`src/rtl/alu_issue_if.sv`:
```
// Fetch-side instruction handshake between the fetch unit and alu_issue.
interface alu_issue_if;
   logic        instr_valid;
   logic        instr_ready;
   logic [31:0] instr_data;

   modport master (output instr_valid, output instr_data, input instr_ready);
   modport slave  (input instr_valid, input instr_data, output instr_ready);
endinterface

```
`src/rtl/alu_issue.sv`:
```
// Issue/writeback sequencer in front of a combinational ALU.
// One instruction in flight: IDLE -> DECODE -> EXECUTE -> WRITEBACK -> IDLE.
// Only OP_IMM and OP opcodes are executed; anything else pulses illegal.
module alu_issue #(
   parameter bit BYTE_SWAP = 1'b1,
   parameter bit DBG_EN    = 1'b1
) (
   input  logic        clk,
   input  logic        reset,
   alu_issue_if.slave  fetch,
   output logic [31:0] alu_instruction,
   output logic [31:0] alu_op_a,
   output logic [31:0] alu_op_b,
   input  logic [31:0] alu_out,
   output logic        retire_valid,
   output logic [4:0]  retire_rd,
   output logic        illegal,
   input  logic [4:0]  dbg_addr,
   output logic [31:0] dbg_data
);

   localparam logic [6:0] OPC_OP_IMM = 7'b0010011;
   localparam logic [6:0] OPC_OP     = 7'b0110011;

   typedef enum logic [1:0] {IDLE, DECODE, EXECUTE, WRITEBACK} state_t;

   state_t      state_q, state_d;
   logic        ready_q, ready_d;
   logic [31:0] ir_q, ir_d;
   logic [31:0] op_a_q, op_a_d;
   logic [31:0] op_b_q, op_b_d;
   logic [31:0] alu_instr_q, alu_instr_d;
   logic [31:0] res_q, res_d;
   logic        illegal_q, illegal_d;
   logic [31:0] rf_q [32];
   logic [31:0] rf_d [32];

   logic [31:0] fetch_word;
   logic [4:0]  rd;
   logic [6:0]  opcode;

   // Memory byte order reversed so ir[6:0] is the opcode.
   assign fetch_word = BYTE_SWAP ? {fetch.instr_data[7:0],   fetch.instr_data[15:8],
                                    fetch.instr_data[23:16], fetch.instr_data[31:24]}
                                 : fetch.instr_data;
   assign rd     = ir_q[11:7];
   assign opcode = ir_q[6:0];

   // Next-state, datapath and register-file write decisions.
   always_comb begin
      state_d     = state_q;
      ir_d        = ir_q;
      op_a_d      = op_a_q;
      op_b_d      = op_b_q;
      alu_instr_d = alu_instr_q;
      res_d       = res_q;
      illegal_d   = 1'b0;
      rf_d        = rf_q;
      case (state_q)
         IDLE: begin
            if (fetch.instr_valid && ready_q) begin
               ir_d    = fetch_word;
               state_d = DECODE;
            end
         end
         DECODE: begin
            if (opcode == OPC_OP_IMM || opcode == OPC_OP) begin
               alu_instr_d = ir_q;
               op_a_d      = rf_q[ir_q[19:15]];
               // OP_IMM carries its immediate in the instruction word itself.
               op_b_d      = (opcode == OPC_OP) ? rf_q[ir_q[24:20]] : 32'h0;
               state_d     = EXECUTE;
            end else begin
               illegal_d = 1'b1;
               state_d   = IDLE;
            end
         end
         EXECUTE: begin
            res_d   = alu_out;
            state_d = WRITEBACK;
         end
         WRITEBACK: begin
            if (rd != 5'd0) rf_d[rd] = res_q;
            state_d = IDLE;
         end
         default: state_d = IDLE;
      endcase
      // Registered ready keeps it low until the first edge after reset.
      ready_d = (state_d == IDLE);
   end

   // Control and datapath registers.
   always_ff @(posedge clk or posedge reset) begin
      if (reset) begin
         state_q     <= IDLE;
         ready_q     <= 1'b0;
         ir_q        <= '0;
         op_a_q      <= '0;
         op_b_q      <= '0;
         alu_instr_q <= '0;
         res_q       <= '0;
         illegal_q   <= 1'b0;
      end else begin
         state_q     <= state_d;
         ready_q     <= ready_d;
         ir_q        <= ir_d;
         op_a_q      <= op_a_d;
         op_b_q      <= op_b_d;
         alu_instr_q <= alu_instr_d;
         res_q       <= res_d;
         illegal_q   <= illegal_d;
      end
   end

   // Register file; x0 is never written so it reads back as zero.
   always_ff @(posedge clk or posedge reset) begin
      if (reset) begin
         for (int i = 0; i < 32; i++) rf_q[i] <= '0;
      end else begin
         for (int i = 0; i < 32; i++) rf_q[i] <= rf_d[i];
      end
   end

   assign fetch.instr_ready = ready_q;
   assign alu_instruction   = alu_instr_q;
   assign alu_op_a          = op_a_q;
   assign alu_op_b          = op_b_q;
   assign illegal           = illegal_q;
   assign retire_valid      = (state_q == WRITEBACK);
   assign retire_rd         = retire_valid ? rd : 5'd0;
   assign dbg_data          = (DBG_EN && dbg_addr != 5'd0) ? rf_q[dbg_addr] : 32'h0;

endmodule

```
`src/flat_wrapper.sv`:
```
// flat-port wrapper written by rule: the top's interface ports become plain ports
module alu_issue_flat 
#(
   parameter bit BYTE_SWAP = 1'b1,
   parameter bit DBG_EN    = 1'b1
)
  (clk, reset, alu_instruction, alu_op_a, alu_op_b, alu_out, retire_valid, retire_rd, illegal, dbg_addr, dbg_data, fetch_instr_valid, fetch_instr_data, fetch_instr_ready);
  alu_issue_if fetch_i ();
  input  logic clk;
  input  logic reset;
  output logic [31:0] alu_instruction;
  output logic [31:0] alu_op_a;
  output logic [31:0] alu_op_b;
  input  logic [31:0] alu_out;
  output logic retire_valid;
  output logic [4:0] retire_rd;
  output logic illegal;
  input  logic [4:0] dbg_addr;
  output logic [31:0] dbg_data;
  input wire logic [$bits(fetch_i.instr_valid)-1:0] fetch_instr_valid;
  input wire logic [$bits(fetch_i.instr_data)-1:0] fetch_instr_data;
  output wire logic [$bits(fetch_i.instr_ready)-1:0] fetch_instr_ready;
  assign fetch_i.instr_valid = fetch_instr_valid;
  assign fetch_i.instr_data = fetch_instr_data;
  assign fetch_instr_ready = fetch_i.instr_ready;
  alu_issue #(.BYTE_SWAP(BYTE_SWAP), .DBG_EN(DBG_EN)) u_core (.clk(clk), .reset(reset), .fetch(fetch_i), .alu_instruction(alu_instruction), .alu_op_a(alu_op_a), .alu_op_b(alu_op_b), .alu_out(alu_out), .retire_valid(retire_valid), .retire_rd(retire_rd), .illegal(illegal), .dbg_addr(dbg_addr), .dbg_data(dbg_data));
endmodule
```
`config.mk`:
```
export PLATFORM = sky130hd
export DESIGN_NAME = alu_issue_flat
export DESIGN_NICKNAME = d
export VERILOG_FILES = /design/src/rtl/alu_issue_if.sv /design/src/rtl/alu_issue.sv /design/src/flat_wrapper.sv
export SDC_FILE = /design/constraint.sdc
export NUM_CORES = 2
export LEC_CHECK = 0
export CAP_MARGIN = 20
export CORE_MARGIN = 5
export CORE_UTILIZATION = 30
export DETAILED_ROUTE_END_ITERATION = 8
export PLACE_DENSITY_LB_ADDON = 0.25
export SYNTH_ARGS = -nofsm -noshare
export SYNTH_HDL_FRONTEND = slang
export SYNTH_SLANG_ARGS = --single-unit
```
`constraint.sdc`:
```
create_clock -name clk -period 63.8 [get_ports clk]
set_input_delay 12.76 -clock clk [delete_from_list [all_inputs] [get_ports clk]]
set_output_delay 12.76 -clock clk [all_outputs]
set_load 0.01 [all_outputs]
```
**Signal wires by layer**

(1 px per um) Two of the layers only.
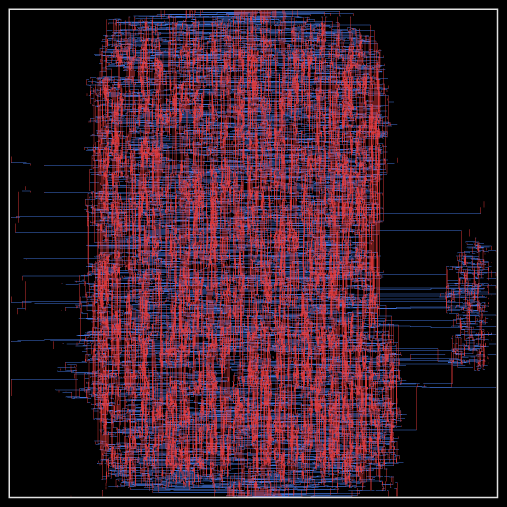
layer	colour	wire length
metal 2	red	126 mm
metal 1	blue	113 mm
drt wl/cell: 34.9 um
Tot GR Track Use: 0.223

**M3 wires**

(1 px per um)
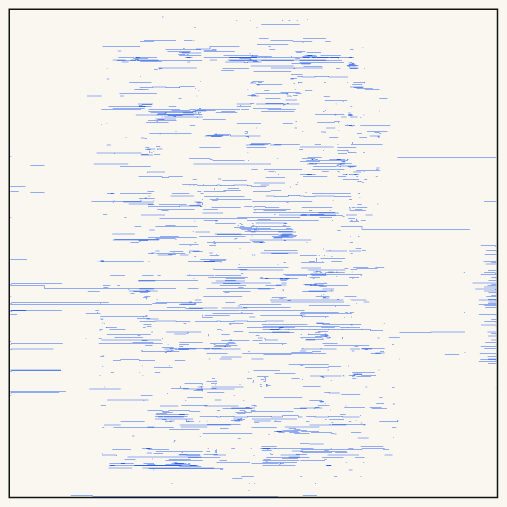
wire length on this layer	17800 um
nets with wire on the layer	496
detailed-route wire length: 268 mm
met3 GRT Util: 0.0428

**Placement view**

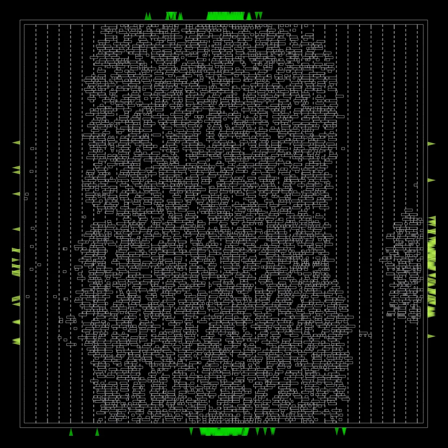
floorplan row count: 175
fin util: 0.343
Seq area share: 0.382
tally of filler cells in the layout: 21956

**Where the registers sit**

(1 px per um) Other sequential cells in the stronger grey, the rest of the logic in the fainter grey.
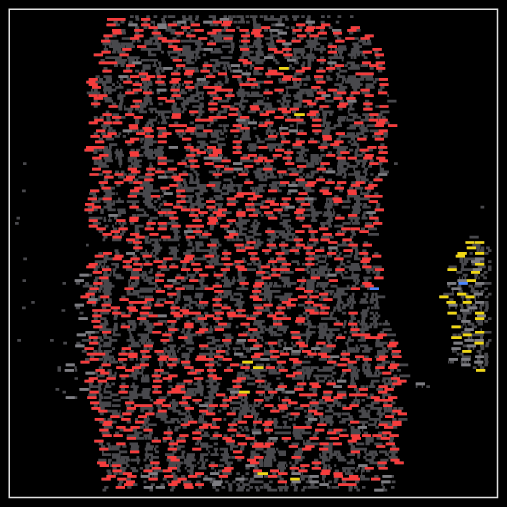
name in the netlist	colour	sequential cells
u_core.ir_q	yellow	32
u_core.rf_q	red	1024
u_core.state_q	blue	2
not coloured	130
Seq power: 945 uW
register area: 0.0298 mm2

==> out/qor.yml <==
seq_area_frac_synth: 0.436
cts_root_buf: "clkbuf_16"
hp-start: "u_core.rf_q[1002]$_DFFE_PP0P_"
insertion_delay_ns: 0.84
period_used_share: 0.466
comb_share: 0.468
setup_viol_count_final: 0
clkSlewWorstSetupHoldPaths_ns: 0.06
dieArea_mm2: 0.237
max_freq_ghz: 0.0336
dr_wl_met3_mm: 17.8
status: "completed"
grt_max_degree: 153
grtUsageMet1: 0.298
cts_resized: 0
diodes: 5
hp-class: "flip-flop to flip-flop"
ys_sh_mux: 0.458
synth_area_mm2: 0.0682
logic_family: "multiplexers"
numSynthFlops: 1188
vias: 46340
drt_iter0_markers: 4523
async_flop_share: 1.00
yosys_most_used_dff: "dfrtp_1"
crit_end: "dbg_data[8]"
fin_cells: 7700
swShare: 0.402
cts_buffer_depth: 3
synthTopCellsByArea: "dfrtp_1, mux4_2, mux2_2, mux2i_1, clkbuf_1"
core_area_mm2: 0.227
largest_register_ffs: 1024
combPwrFrac: 0.332
path_max_fanout: 101
r2r_cells: 6
aoi_share: 0.0559
nNetsFinal: 4652
layout.non_clock_buffers: 323
cap_violations: 0
power_frac_seq: 0.355
Power figures rest on the tool's default switching activity, not on a simulated workload.
